[config.mk]
export PLATFORM = sky130hd
export DESIGN_NAME = muldiv_unit_flat
export DESIGN_NICKNAME = d
export VERILOG_FILES = /design/src/rtl/muldiv_if.sv /design/src/rtl/muldiv_unit.sv /design/src/flat_wrapper.sv
export SDC_FILE = /design/constraint.sdc
export NUM_CORES = 1
export LEC_CHECK = 0
export CELL_PAD_IN_SITES_DETAIL_PLACEMENT = 0
export CELL_PAD_IN_SITES_GLOBAL_PLACEMENT = 2
export CORE_ASPECT_RATIO = 0.5
export CORE_MARGIN = 4
export CORE_UTILIZATION = 31
export DETAILED_ROUTE_END_ITERATION = 10
export GPL_ROUTABILITY_DRIVEN = 1
export GPL_TIMING_DRIVEN = 0
export MAX_ROUTING_LAYER = met4
export PLACE_DENSITY_LB_ADDON = 0.3
export SYNTH_ARGS = -nofsm -noshare
export SYNTH_HDL_FRONTEND = slang
export SYNTH_SLANG_ARGS = --single-unit
[constraint.sdc]
create_clock -name clk -period 3.1 [get_ports clk]
set_clock_uncertainty 0.05 [all_clocks]
set_input_delay 0.62 -clock clk [delete_from_list [all_inputs] [get_ports clk]]
set_output_delay 0.62 -clock clk [all_outputs]
set_load 0.1 [all_outputs]
[src/rtl/muldiv_if.sv]
// -----------------------------------------------------------------------------
// muldiv_if
//   Request/response bundle between the EX stage and the multiply/divide unit.
//   master : pipeline side (drives the request, sees busy/done/hi/lo)
//   slave  : muldiv_unit side
// Signals
//   start   request strobe; op/src_a/src_b are sampled with it
//   op      AluControl code (17 mthi, 19 mtlo, 24 mult, 25 multu, 26 div, 27 divu)
//   src_a   rs operand: multiplicand / dividend / mthi-mtlo data
//   src_b   rt operand: multiplier / divisor
//   cancel  pipeline flush, aborts an in-flight operation
//   busy    unit is working, pipeline must stall
//   done    one-cycle pulse, hi/lo hold a fresh mult/div result
//   hi, lo  HI/LO architectural registers
// -----------------------------------------------------------------------------
interface muldiv_if #(
   parameter int WIDTH  = 32,
   parameter int CTRL_W = 6
);
   logic              start;
   logic [CTRL_W-1:0] op;
   logic [WIDTH-1:0]  src_a;
   logic [WIDTH-1:0]  src_b;
   logic              cancel;
   logic              busy;
   logic              done;
   logic [WIDTH-1:0]  hi;
   logic [WIDTH-1:0]  lo;

   modport master (
      output start, op, src_a, src_b, cancel,
      input  busy, done, hi, lo
   );

   modport slave (
      input  start, op, src_a, src_b, cancel,
      output busy, done, hi, lo
   );
endinterface

[src/rtl/muldiv_unit.sv]
// -----------------------------------------------------------------------------
// muldiv_unit
//   Iterative MIPS multiply/divide unit owning the HI/LO registers.
//   mult/multu/div/divu take WIDTH+1 clock edges from the start edge to the
//   result edge (one bit per cycle, then a sign-fix cycle); mthi/mtlo write
//   HI/LO on the start edge itself.
// Ports
//   clk    rising-edge clock
//   rst_n  asynchronous active-low reset
//   bus    muldiv_if.slave : start/op/src_a/src_b/cancel in,
//                            busy/done/hi/lo out (all registered)
// -----------------------------------------------------------------------------
module muldiv_unit #(
   parameter int WIDTH  = 32,
   parameter int CTRL_W = 6
) (
   input  logic     clk,
   input  logic     rst_n,
   muldiv_if.slave  bus
);
   localparam int CNT_W = (WIDTH > 2) ? $clog2(WIDTH) : 1;

   localparam logic [CTRL_W-1:0] OP_MTHI  = CTRL_W'(17);
   localparam logic [CTRL_W-1:0] OP_MTLO  = CTRL_W'(19);
   localparam logic [CTRL_W-1:0] OP_MULT  = CTRL_W'(24);
   localparam logic [CTRL_W-1:0] OP_MULTU = CTRL_W'(25);
   localparam logic [CTRL_W-1:0] OP_DIV   = CTRL_W'(26);
   localparam logic [CTRL_W-1:0] OP_DIVU  = CTRL_W'(27);

   typedef enum logic [1:0] {
      S_IDLE = 2'd0,
      S_CALC = 2'd1,
      S_FIX  = 2'd2
   } state_t;

   state_t             r_state;
   logic [CNT_W-1:0]   r_cnt;
   logic [WIDTH-1:0]   r_hi;
   logic [WIDTH-1:0]   r_lo;
   logic               r_busy;
   logic               r_done;
   logic               r_is_div;
   logic               r_neg_q;    // negate product (mult) or quotient (div)
   logic               r_neg_r;    // negate remainder (div only)
   logic [WIDTH-1:0]   r_b;        // |multiplier| or |divisor|
   logic [WIDTH-1:0]   r_q;        // multiplier bits / dividend-then-quotient
   logic [WIDTH-1:0]   r_acc;      // product upper half / partial remainder

   logic               w_is_md;
   logic               w_is_signed;
   logic               w_is_div;
   logic               w_sign_a;
   logic               w_sign_b;
   logic [WIDTH-1:0]   w_abs_a;
   logic [WIDTH-1:0]   w_abs_b;
   logic [WIDTH:0]     w_add;
   logic [WIDTH:0]     w_shift;
   logic [WIDTH:0]     w_diff;
   logic [WIDTH-1:0]   w_acc_nxt;
   logic [WIDTH-1:0]   w_q_nxt;
   logic [2*WIDTH-1:0] w_prod;
   logic [2*WIDTH-1:0] w_prod_s;
   logic [WIDTH-1:0]   w_quot;
   logic [WIDTH-1:0]   w_rem;
   logic [WIDTH-1:0]   w_fix_hi;
   logic [WIDTH-1:0]   w_fix_lo;

   // Two's-complement negation used for all sign fix-ups.
   function automatic logic [WIDTH-1:0] neg_w(input logic [WIDTH-1:0] v);
      return {WIDTH{1'b0}} - v;
   endfunction

   // Decode the requested op and form operand magnitudes.
   always_comb begin
      w_is_md     = 1'b0;
      w_is_signed = 1'b0;
      w_is_div    = 1'b0;
      case (bus.op)
         OP_MULT:  begin w_is_md = 1'b1; w_is_signed = 1'b1; end
         OP_MULTU: begin w_is_md = 1'b1; end
         OP_DIV:   begin w_is_md = 1'b1; w_is_signed = 1'b1; w_is_div = 1'b1; end
         OP_DIVU:  begin w_is_md = 1'b1; w_is_div = 1'b1; end
         default:  begin w_is_md = 1'b0; end
      endcase
      w_sign_a = w_is_signed & bus.src_a[WIDTH-1];
      w_sign_b = w_is_signed & bus.src_b[WIDTH-1];
      // |min| wraps to min, which is the correct unsigned magnitude.
      w_abs_a  = w_sign_a ? neg_w(bus.src_a) : bus.src_a;
      w_abs_b  = w_sign_b ? neg_w(bus.src_b) : bus.src_b;
   end

   // One iteration: shift-add step for multiply, restoring step for divide.
   always_comb begin
      w_add   = {1'b0, r_acc} + (r_q[0] ? {1'b0, r_b} : {(WIDTH+1){1'b0}});
      w_shift = {r_acc, r_q[WIDTH-1]};
      w_diff  = w_shift - {1'b0, r_b};
      if (r_is_div) begin
         // Bit WIDTH of the difference set means shift < divisor: restore.
         if (!w_diff[WIDTH]) begin
            w_acc_nxt = w_diff[WIDTH-1:0];
            w_q_nxt   = {r_q[WIDTH-2:0], 1'b1};
         end else begin
            w_acc_nxt = w_shift[WIDTH-1:0];
            w_q_nxt   = {r_q[WIDTH-2:0], 1'b0};
         end
      end else begin
         // Shift {carry, acc, multiplier} right; low product bits fill r_q.
         w_acc_nxt = w_add[WIDTH:1];
         w_q_nxt   = {w_add[0], r_q[WIDTH-1:1]};
      end
   end

   // Sign fix-up of the raw magnitudes into HI/LO values.
   always_comb begin
      w_prod   = {r_acc, r_q};
      w_prod_s = r_neg_q ? ({(2*WIDTH){1'b0}} - w_prod) : w_prod;
      w_quot   = r_neg_q ? neg_w(r_q) : r_q;
      w_rem    = r_neg_r ? neg_w(r_acc) : r_acc;
      if (r_is_div) begin
         w_fix_hi = w_rem;
         w_fix_lo = w_quot;
      end else begin
         w_fix_hi = w_prod_s[2*WIDTH-1:WIDTH];
         w_fix_lo = w_prod_s[WIDTH-1:0];
      end
   end

   // Control FSM, datapath registers and HI/LO.
   always_ff @(posedge clk or negedge rst_n) begin
      if (!rst_n) begin
         r_state  <= S_IDLE;
         r_cnt    <= {CNT_W{1'b0}};
         r_hi     <= {WIDTH{1'b0}};
         r_lo     <= {WIDTH{1'b0}};
         r_busy   <= 1'b0;
         r_done   <= 1'b0;
         r_is_div <= 1'b0;
         r_neg_q  <= 1'b0;
         r_neg_r  <= 1'b0;
         r_b      <= {WIDTH{1'b0}};
         r_q      <= {WIDTH{1'b0}};
         r_acc    <= {WIDTH{1'b0}};
      end else begin
         r_done <= 1'b0;
         case (r_state)
            S_IDLE: begin
               // cancel suppresses any start presented in the same cycle.
               if (bus.start && !bus.cancel) begin
                  if (w_is_md) begin
                     r_state  <= S_CALC;
                     r_busy   <= 1'b1;
                     r_cnt    <= {CNT_W{1'b0}};
                     r_is_div <= w_is_div;
                     r_b      <= w_abs_b;
                     r_q      <= w_abs_a;
                     r_acc    <= {WIDTH{1'b0}};
                     // A zero divisor keeps an all-ones quotient and a
                     // remainder equal to the dividend, so only the
                     // remainder sign is applied in that case.
                     r_neg_q  <= (w_sign_a ^ w_sign_b) & ~(w_is_div & ~(|bus.src_b));
                     r_neg_r  <= w_is_div & w_sign_a;
                  end else if (bus.op == OP_MTHI) begin
                     r_hi <= bus.src_a;
                  end else if (bus.op == OP_MTLO) begin
                     r_lo <= bus.src_a;
                  end else begin
                     r_state <= S_IDLE;
                  end
               end else begin
                  r_state <= S_IDLE;
               end
            end
            S_CALC: begin
               if (bus.cancel) begin
                  r_state <= S_IDLE;
                  r_busy  <= 1'b0;
               end else begin
                  r_acc <= w_acc_nxt;
                  r_q   <= w_q_nxt;
                  r_cnt <= r_cnt + {{(CNT_W-1){1'b0}}, 1'b1};
                  if (r_cnt == CNT_W'(WIDTH-1)) begin
                     r_state <= S_FIX;
                  end else begin
                     r_state <= S_CALC;
                  end
               end
            end
            S_FIX: begin
               r_state <= S_IDLE;
               r_busy  <= 1'b0;
               if (!bus.cancel) begin
                  r_hi   <= w_fix_hi;
                  r_lo   <= w_fix_lo;
                  r_done <= 1'b1;
               end else begin
                  r_done <= 1'b0;
               end
            end
            default: begin
               r_state <= S_IDLE;
               r_busy  <= 1'b0;
            end
         endcase
      end
   end

   assign bus.busy = r_busy;
   assign bus.done = r_done;
   assign bus.hi   = r_hi;
   assign bus.lo   = r_lo;

endmodule

[src/flat_wrapper.sv]
// flat-port wrapper written by rule: the top's interface ports become plain ports
module muldiv_unit_flat 
#(
   parameter int WIDTH  = 32,
   parameter int CTRL_W = 6
)
  (clk, rst_n, bus_start, bus_op, bus_src_a, bus_src_b, bus_cancel, bus_busy, bus_done, bus_hi, bus_lo);
  muldiv_if #(.WIDTH(WIDTH), .CTRL_W(CTRL_W)) bus_i ();
  input  logic clk;
  input  logic rst_n;
  input wire logic [$bits(bus_i.start)-1:0] bus_start;
  input wire logic [$bits(bus_i.op)-1:0] bus_op;
  input wire logic [$bits(bus_i.src_a)-1:0] bus_src_a;
  input wire logic [$bits(bus_i.src_b)-1:0] bus_src_b;
  input wire logic [$bits(bus_i.cancel)-1:0] bus_cancel;
  output wire logic [$bits(bus_i.busy)-1:0] bus_busy;
  output wire logic [$bits(bus_i.done)-1:0] bus_done;
  output wire logic [$bits(bus_i.hi)-1:0] bus_hi;
  output wire logic [$bits(bus_i.lo)-1:0] bus_lo;
  assign bus_i.start = bus_start;
  assign bus_i.op = bus_op;
  assign bus_i.src_a = bus_src_a;
  assign bus_i.src_b = bus_src_b;
  assign bus_i.cancel = bus_cancel;
  assign bus_busy = bus_i.busy;
  assign bus_done = bus_i.done;
  assign bus_hi = bus_i.hi;
  assign bus_lo = bus_i.lo;
  muldiv_unit #(.WIDTH(WIDTH), .CTRL_W(CTRL_W)) u_core (.clk(clk), .rst_n(rst_n), .bus(bus_i));
endmodule
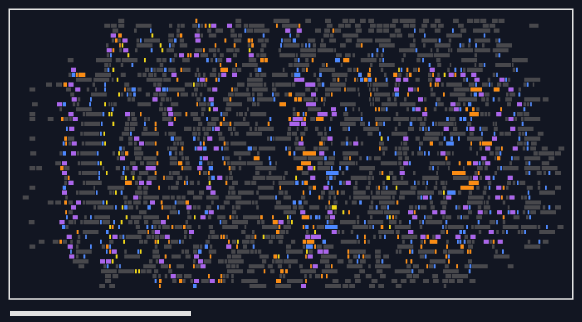
Fig. 1. Gate families picked out (run 1).
The bar under the picture is 100 µm long.
Key: purple = XOR/XNOR gates [cells 173, most used xnor2_1]; orange = NOR gates [cells 234, most used nor2_1]; yellow = inverters [cells 59, most used inv_1]; blue = NAND gates [cells 299, most used nand2_1, where widely spread]
non-filler instance count after layout: 2626
Commonest Layout Cell: nand2_1
fraction of area in multi-input gates: 55.2%

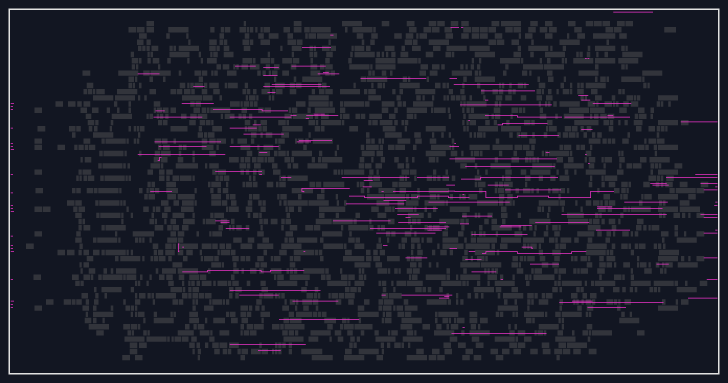
Fig. 2. M3 wires (run 1).
The wires run mostly horizontal. The longest straight run is 46.9 µm.
met3 usage: 2.71%
final wirelength: 58.4 mm
DR vias: 14100

==> out/metrics.yaml, run 1 <==
setup_path:
  crit_cells: 12
  critPathBufInv: 1
  timing.rr.start: "u_core.r_b[2]"
  crit_slowest_cell: "dfrtp_1"
  slowest_delay_ns: 0.45
  crit_start: "u_core.r_b[2]"
  cp.arrival_ns: 3.69
  critical_path.top_delay_family: "AND-OR/OR-AND gates"
synthesis:
  yosysTopAreaCell: "dfrtp_1"
  netlist_top_cells_count: "nand2_1 (237), o21ai_0 (173), dfrtp_1 (172)"
  adder_share_pct: 6.42
  top_cell_area_share_pct: 30.2
  syn_inst: 1819
  synth_top_cell_by_count: "nand2_1"
  mux_share_pct: 2.81
  ys_seq_share_pct: 30.2
pwr:
  p_per_area_mw_per_mm2: 823
  p_leak_nw: 7.55
  seq-power_mw: 3.45
cells_and_area:
  layout_top_cells: "nand2_1 (233), o21ai_0 (168), nor2_1 (163)"
  drive_gt1_share_pct: 11.5
  antenna_cells: 0
  utilization_pct: 39.9
run_status:
  status: "finished with violations"
  violations: "negative setup slack"
route:
  routedWlPerCell_um: 22.2
  ant_nets: 0
  drc: 0
  drtIter0Drc: 1049
die:
  pin_count: 140
  die_w_um: 311
placement:
  place_area_mm2: 0.0164
clocking:
  cts_tree: "yes"
global_route:
  grt_pass1_wl_mm: 88.5
  track_usage_pct: 23.8
sta:
  layout_setup_ws_ns: -0.295
  setup_viol: 39
  fin_crit_ns: 3.40
flow_run:
  cap_viol_max_count: 0
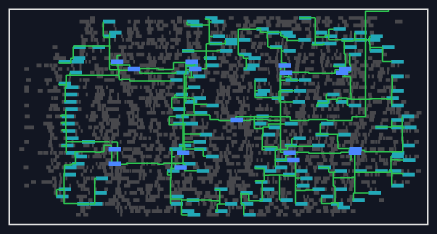
Fig. 3. Clock distribution (run 1).
Key: green = clock wires [length 2940 µm]; blue = cells driving clock nets [count 17]; cyan = flip-flops [count 172]
Position of the flops: widely spread. There are 18 routed clock nets.
clock latency on the worst-skew pair: 0.46 ns
clock group total power: 2.23 mW
Clock power frac: 15.0%

-- run 1: cells by family (layout without fill, tap and decap cells) --
| kind of cell | count (synthesis) | in the layout |
|---|---|---|
| AND-OR/OR-AND | 597 | 597 |
| XOR/XNOR | 173 | 173 |
| AND/OR/NAND/NOR | 607 | 608 |
| multiplexers | 40 | 40 |
| buffers and inverters | 158 | 366 |
| adder cells (fa/ha/maj) | 72 | 72 |
| flip-flops | 172 | 172 |
-- run 1: metal layers --
layer  up-vias  GRT usage, %  part of all wire [%]
met4         0          4.40                   1.4
met5         -             -                     0
met3        36          2.71                   3.7
met1      6901          33.6                    50
met2       289          37.0                    45
li1       6902             -                     -
-- run 1: how the worst min path moves through the flow --
stage / startpoint / endpoint / slack [ns]
after floorplan: rst_n / u_core.bus.busy / 0.27
after global placement: u_core.bus.lo[12] / u_core.bus.lo[12] / 0.41
after detailed placement: u_core.bus.lo[13] / u_core.bus.lo[13] / 0.42
after CTS: rst_n / u_core.r_q[20] / 0.16
after global routing: rst_n / u_core.r_q[21] / 0.17
final: rst_n / u_core.r_q[24] / 0.13
-- run 1: cell type report --
cell class | instances | area [µm²] | area share, %
Multi-Input combinational cell | 1490 | 9990 | 55.2
Sequential cell | 172 | 4320 | 23.9
Timing Repair Buffer | 182 | 1770 | 9.76
Tap cell | 598 | 748 | 4.14
Buffer | 95 | 467 | 2.58
Clock buffer | 17 | 425 | 2.35
Inverter | 59 | 229 | 1.27
Clock inverter | 13 | 145 | 0.802
-- run 1: flip-flops by register name, indices dropped and copies added, names as in the netlist --
signal and flops:
u_core.r_state 2, u_core.r_is_div 1, u_core.bus.hi 32, u_core.r_b 32, u_core.bus.done 1, u_core.r_neg_r 1
u_core.bus.busy 1, u_core.r_cnt 5, u_core.r_neg_q 1, u_core.r_acc 32, u_core.bus.lo 32, u_core.r_q 32
==> run 1 -> run 2 <==
--- a/config.mk
+++ b/config.mk
@@ -5,12 +5,14 @@
 export SDC_FILE = /design/constraint.sdc
 export NUM_CORES = 1
 export LEC_CHECK = 0
-export CELL_PAD_IN_SITES_DETAIL_PLACEMENT = 0
+export CAP_MARGIN = 25
+export CELL_PAD_IN_SITES_DETAIL_PLACEMENT = 1
 export CELL_PAD_IN_SITES_GLOBAL_PLACEMENT = 2
 export CORE_ASPECT_RATIO = 0.5
 export CORE_MARGIN = 4
-export CORE_UTILIZATION = 31
+export CORE_UTILIZATION = 35
 export DETAILED_ROUTE_END_ITERATION = 10
+export DONT_BUFFER_PORTS = 1
 export GPL_ROUTABILITY_DRIVEN = 1
 export GPL_TIMING_DRIVEN = 0
 export MAX_ROUTING_LAYER = met4
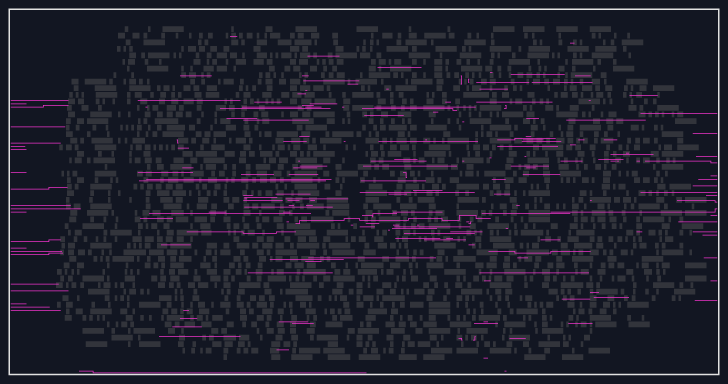
Fig. 4. M3 wires (run 2).
146 nets have wire on it. The longest straight run is 113 µm. The layer holds 4.8% of the routed length. The layer carries 2880 µm of wire. The wires run mostly horizontal.
final wirelength: 60.0 mm
DR vias: 14200

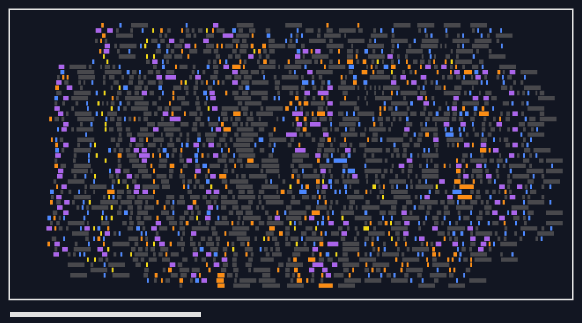
Fig. 5. Gate families picked out (run 2).
The bar under the picture is 100 µm long.
Key: yellow = inverters [cells 59, most used inv_1]; blue = NAND gates [cells 298, most used nand2_1, where widely spread]; orange = NOR gates [cells 234, most used nor2_1]; purple = XOR/XNOR gates [cells 173, most used xnor2_1, where widely spread]
non-filler instance count after layout: 2430
fraction of area in multi-input gates: 59.7%

==> run 2 against run 1 <==
Against the previous run: largest power group unchanged; the flow finishes with violations (negative hold slack, negative setup slack); flip-flop count unchanged; largest cell class unchanged; global-route usage increased by 3.9 points; synthesized cell count unchanged; critical endpoint is now u_core.r_acc[11].
==> out/metrics.yaml, run 2 <==
global_route:
  grt_pass1_wl_mm: 90.0  # was 88.5 mm
  grtUsageMet2_pct: 44.7  # was 37.0%
  track_usage_pct: 27.6  # was 23.8%
  grt_use_met3_pct: 3.52  # was 2.71%
  grt_busiest_layer: "met2"  # unchanged
  grtUsageMet1_pct: 37.1  # was 33.6%
sta:
  holdWs_ns: -0.200  # was 0.130 ns
  fin_crit_ns: 3.46  # was 3.40 ns
  hold_viol_final: 172  # was 0
  setup_viol: 43  # was 39
  layout_setup_ws_ns: -0.361  # was -0.295 ns
cells_and_area:
  utilization_pct: 42.6  # was 39.9%
  layout_top_cells: "nand2_1 (234), o21ai_0 (167), nor2_1 (155), dfrtp_1 (155), a21oi_1 (120)"  # was nand2_1 (233), o21ai_0 (168), nor2_1 (163)
  drive_gt1_share_pct: 13.9  # was 11.5%
  mostFrequentLayoutCell: "nand2_1"  # unchanged
synthesis:
  ys_seq_share_pct: 30.2  # unchanged
  synth_top_cell_by_count: "nand2_1"  # unchanged
  yosysTopAreaCell: "dfrtp_1"  # unchanged
  syn_inst: 1819  # unchanged
  netlist_top_cells_count: "nand2_1 (237), o21ai_0 (173), dfrtp_1 (172)"  # unchanged
pwr:
  seq-power_mw: 4.09  # was 3.45 mW
  p_leak_nw: 7.06  # was 7.55 nW
  clock_power_mw: 2.33  # was 2.23 mW
  clkPwrFrac_pct: 14.9  # was 15.0%
route:
  drtIter0Drc: 1087  # was 1049
  ant_nets: 0  # unchanged
  drc: 0  # unchanged
  highest_layer: "met4"  # unchanged
  wl_met1_mm: 28.2  # was 28.9 mm
  wl_met2_mm: 27.8  # was 26.5 mm
  routedWlPerCell_um: 24.7  # was 22.2 µm
setup_path:
  cp.arrival_ns: 3.73  # was 3.69 ns
  timing.rr.start: "u_core.r_b[2]"  # unchanged
  critPathBufInv: 5  # was 1
  critical_path.top_delay_family: "AND-OR/OR-AND gates"  # unchanged
  crit_start: "u_core.r_b[2]"  # unchanged
  crit_slowest_cell: "dfrtp_1"  # unchanged
  crit_cells: 15  # was 12
die:
  die_w_um: 293  # was 311 µm
flow_run:
  cap_viol_max_count: 0  # unchanged
run_status:
  violations: "negative hold slack, negative setup slack"  # was negative setup slack
  status: "finished with violations"  # unchanged
placement:
  place_area_mm2: 0.0149  # was 0.0164 mm²
clocking:
  clk_latency_ns: 0.47  # was 0.46 ns
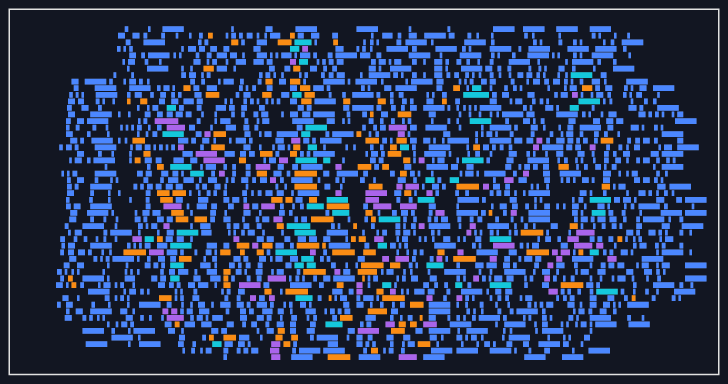
Fig. 6. Cell sizes after repair (run 2).
Key: blue = drive 1 or less [cells 1634, share 86%, most used nand2_1]; purple = drive 3 to 4 [cells 86, share 4.5%, most used buf_4]; orange = drive 2 [cells 126, share 6.6%, most used a21oi_2]; cyan = drive 6 and up [cells 52, share 2.7%, most used clkbuf_16]
Final WS setup: -0.361 ns
synthesis-to-finish area growth: 18.1%
Non-clk bufs: 146

## run 2: cell types whose count changed in the layout (fill, tap and decap cells not counted), sizes merged
cell,previous run,this run
inv,61,67
buf,58,65
dlygate4sd2,1,0
nand2,240,239
dlymetal6s2s,1,0
bufinv,2,1
clkdlybuf4s50,133,0
clkinvlp,2,1
bufbuf,1,0
clkbuf,100,98
diode,0,2
clkinv,7,5
## run 2: cell families after synthesis
| group | synth area share [%] |
|---|---|
| flip-flops | 30.2 |
| XOR/XNOR | 10.6 |
| AND/OR/NAND/NOR | 19.8 |
| adder cells (fa/ha/maj) | 6.42 |
| AND-OR/OR-AND | 25.9 |
| buffers and inverters | 4.31 |
| multiplexers | 2.81 |
## run 2: worst reg2reg max path, stage by stage (launching register included)
cell and delay [ns]:
dfrtp_1 0.46, inv_2 0.12, ha_4 0.21, nor2b_2 0.15
o21a_1 0.24, a311o_1 0.33, buf_6 0.14, a211oi_4 0.34
o31ai_4 0.12, o21ai_2 0.20, xor2_2 0.19, buf_6 0.16
buf_12 0.15, buf_12 0.14, mux2i_1 0.19, o221ai_1 0.14
## run 2: timing repair
item | in CTS | in global routing
hold endpoints to repair | 172 | 172
endpoints found under the setup margin | 75 | 74
resized | 103 | 117
buffers inserted | 30 | 21
gates cloned | 3 | 1
pin swaps | 34 | 61
## run 2: area by class of cell
| cell class | count | area [µm²] |
|---|---|---|
| sequential | 172 | 4330 |
| inverter | 59 | 229 |
| buffer | 94 | 475 |
| clock inverter | 15 | 191 |
| clock buffer | 17 | 425 |
| timing repair buffer | 52 | 478 |
| fill | 4781 | 22700 |
| antenna | 2 | 5.00 |
| multi-input combinational | 1489 | 10100 |
| tap | 530 | 663 |
==> run 2 -> run 3 <==
--- a/config.mk
+++ b/config.mk
@@ -15,6 +15,7 @@
 export DONT_BUFFER_PORTS = 1
 export GPL_ROUTABILITY_DRIVEN = 1
 export GPL_TIMING_DRIVEN = 0
+export HOLD_SLACK_MARGIN = 0.03
 export MAX_ROUTING_LAYER = met4
 export PLACE_DENSITY_LB_ADDON = 0.3
 export SYNTH_ARGS = -nofsm -noshare
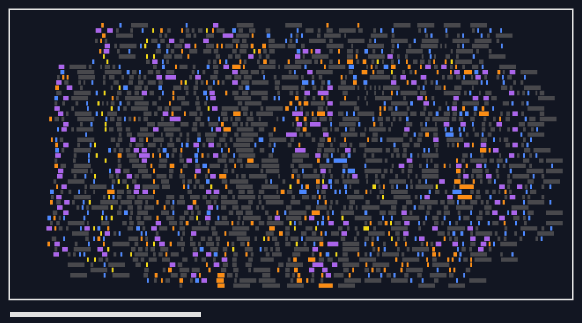
Fig. 7. Gate families picked out (run 3).
The bar under the picture is 100 µm long.
Key: orange = NOR gates [cells 234, most used nor2_1]; blue = NAND gates [cells 298, most used nand2_1, where widely spread]; purple = XOR/XNOR gates [cells 173, most used xnor2_1, where widely spread]; yellow = inverters [cells 59, most used inv_1]

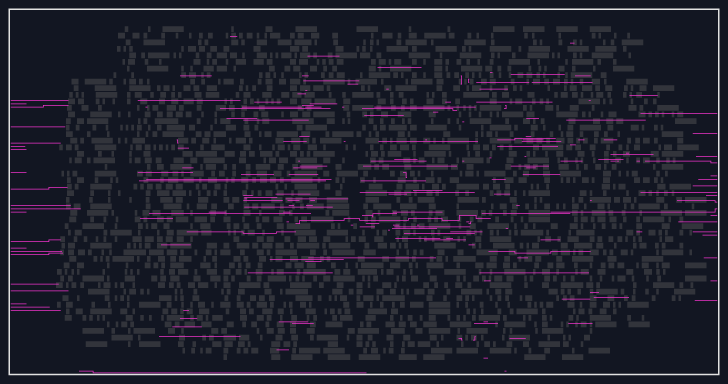
Fig. 8. M3 wires (run 3).
The layer holds 4.8% of the routed length. The layer carries 2880 µm of wire.
met3 usage: 3.52%

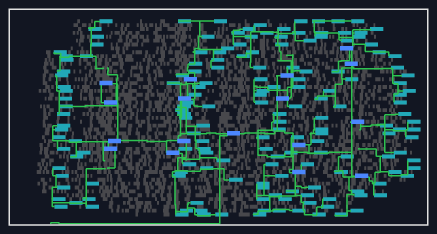
Fig. 9. Clock distribution (run 3).
Key: blue = cells driving clock nets [count 17]; green = clock wires [length 2820 µm]; cyan = flip-flops [count 172]
Position of the flops: widely spread. There are 18 routed clock nets.
clock latency on the worst-skew pair: 0.47 ns
clock group total power: 2.33 mW
Clock power frac: 14.9%

==> run 3 against run 2 <==
Against the previous run: synthesized area did not move; global-route usage stayed put; highest routed layer unchanged; fmax did not move; critical path depth unchanged; the flow still finishes with violations (negative hold slack, negative setup slack); total power unchanged; register-to-register slack hardly changed; count of clock-buffer cells in the layout is the same.
==> out/metrics.yaml, run 3 <==
clocking:
  clkTransAtPathRegs_ns: 0.08  # about the same
  cts_tree: "yes"  # unchanged
  postCtsSetupBuffers: 30  # unchanged
  ctsResizeCount: 103  # unchanged
route:
  drtIter0Drc: 1087  # unchanged
  avgViaCountPerCell: 5.84  # unchanged
  vias: 14200  # unchanged
  ant_nets: 0  # unchanged
  routedWlPerCell_um: 24.7  # unchanged
setup_path:
  critPathBufInv: 5  # unchanged
  crit_slowest_cell: "dfrtp_1"  # unchanged
  cp.arrival_ns: 3.73  # about the same
  slowest_delay_ns: 0.46  # about the same
sta:
  slew_headroom_pct: 28.2  # unchanged
  setup_viol: 43  # unchanged
  layout_setup_ws_ns: -0.361  # unchanged
  fin_crit_ns: 3.46  # unchanged
  holdWs_ns: -0.200  # unchanged
  hold_viol_final: 172  # unchanged
cells_and_area:
  utilization_pct: 42.6  # unchanged
  drive_gt1_share_pct: 13.9  # unchanged
  fill_cells: 4781  # unchanged
  layout_top_cells: "nand2_1 (234), o21ai_0 (167), nor2_1 (155), dfrtp_1 (155), a21oi_1 (120)"  # unchanged
  mostFrequentLayoutCell: "nand2_1"  # unchanged
  stdcell_count: 2430  # unchanged
  synthToLayoutAreaGrowth_pct: 18.1  # unchanged
run_status:
  status: "finished with violations"  # unchanged
  violations: "negative hold slack, negative setup slack"  # unchanged
global_route:
  track_usage_pct: 27.6  # unchanged
  grt_pass1_wl_mm: 90.0  # unchanged
synthesis:
  syn-cell-area_mm2: 0.0143  # unchanged
  logic_family: "AND-OR/OR-AND gates"  # unchanged
  dominantRegCellSynth: "dfrtp_1"  # unchanged
  xor_area_share_pct: 10.6  # unchanged
  netlist_top_cells_count: "nand2_1 (237), o21ai_0 (173), dfrtp_1 (172)"  # unchanged
  synth_top_cell_by_count: "nand2_1"  # unchanged
  yosysTopAreaCell: "dfrtp_1"  # unchanged
  aoi_share_pct: 25.9  # unchanged
  yosys.area_share.simple_pct: 19.8  # unchanged
  mux_share_pct: 2.81  # unchanged
  top_cell_area_share_pct: 30.2  # unchanged
  ys_seq_share_pct: 30.2  # unchanged
  adder_share_pct: 6.42  # unchanged
flow_run:
  cap_viol_max_count: 0  # unchanged
die:
  die_w_um: 293  # unchanged
pwr:
  p_leak_nw: 7.06  # unchanged
-- run 3: cell counts after synthesis --
Identical to the previous run, type by type.
-- run 3: area by class of cell --
cell class	count	area [µm²]	area share, %
inverters	59	229	1.36
clock inverters	15	191	1.14
diodes	2	5.00	0.0297
well taps	530	663	3.94
repair buffers	52	478	2.84
clock buffers	17	425	2.53
multi-input cells	1489	10100	59.7
plain buffers	94	475	2.82
flip-flops and latches	172	4330	25.7
-- run 3: routing by layer --
layer,wire length (µm),up-vias,global-route usage [%]
li1,-,6643,-
met1,28200,7160,37.1
met2,27800,316,44.7
met3,2880,63,3.52
met4,1100,0,6.54
met5,0,-,-
-- run 3: per-stage QoR --
stage | hold WS [ns] | TNS [ns] | setup slack, ns
2_1_floorplan | 0.274 | 0 | 0.00121
5_1_grt | -0.216 | -13.46 | -0.424
4_1_cts | -0.223 | -7.34 | -0.294
3_5_place_dp | 0.279 | -56.98 | -1.14
6_report | -0.200 | -9.04 | -0.361
3_3_place_gp | 0.280 | -56.69 | -1.16
-- run 3: report_power, final --
group | internal [mW] | total, mW | switching [mW]
combinational | 3.97 | 9.21 | 5.25
sequential | 2.67 | 4.09 | 1.42
clock | 1.17 | 2.33 | 1.16
-- run 3: worst paths after layout --
path	end	from	slack, ns	depth (start not counted)
min in group clk	u_core.bus.busy	bus_cancel	0.19	1
setup / recovery	u_core.r_acc[11]	u_core.r_b[2]	-0.36	15
hold reg to reg	u_core.r_b[18]	u_core.r_b[18]	0.43	2
max in group asynchronous	u_core.r_q[31]	rst_n	2.50	0
setup reg to reg	u_core.r_acc[11]	u_core.r_b[2]	-0.36	15
hold / removal	u_core.r_b[7]	rst_n	-0.20	0

==> screenshots <==
Track usage over the die.
image #1
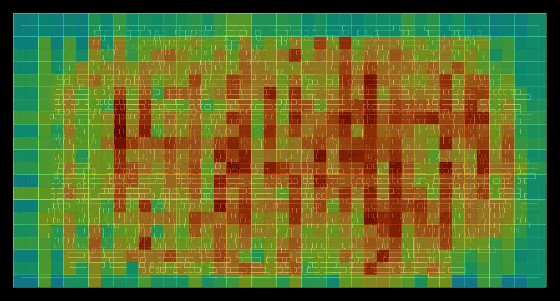
image #2
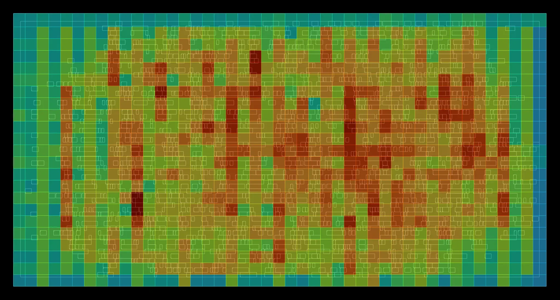
- run 1 = image #2
- run 2 = image #1

Power and IR drop assume default switching activity.
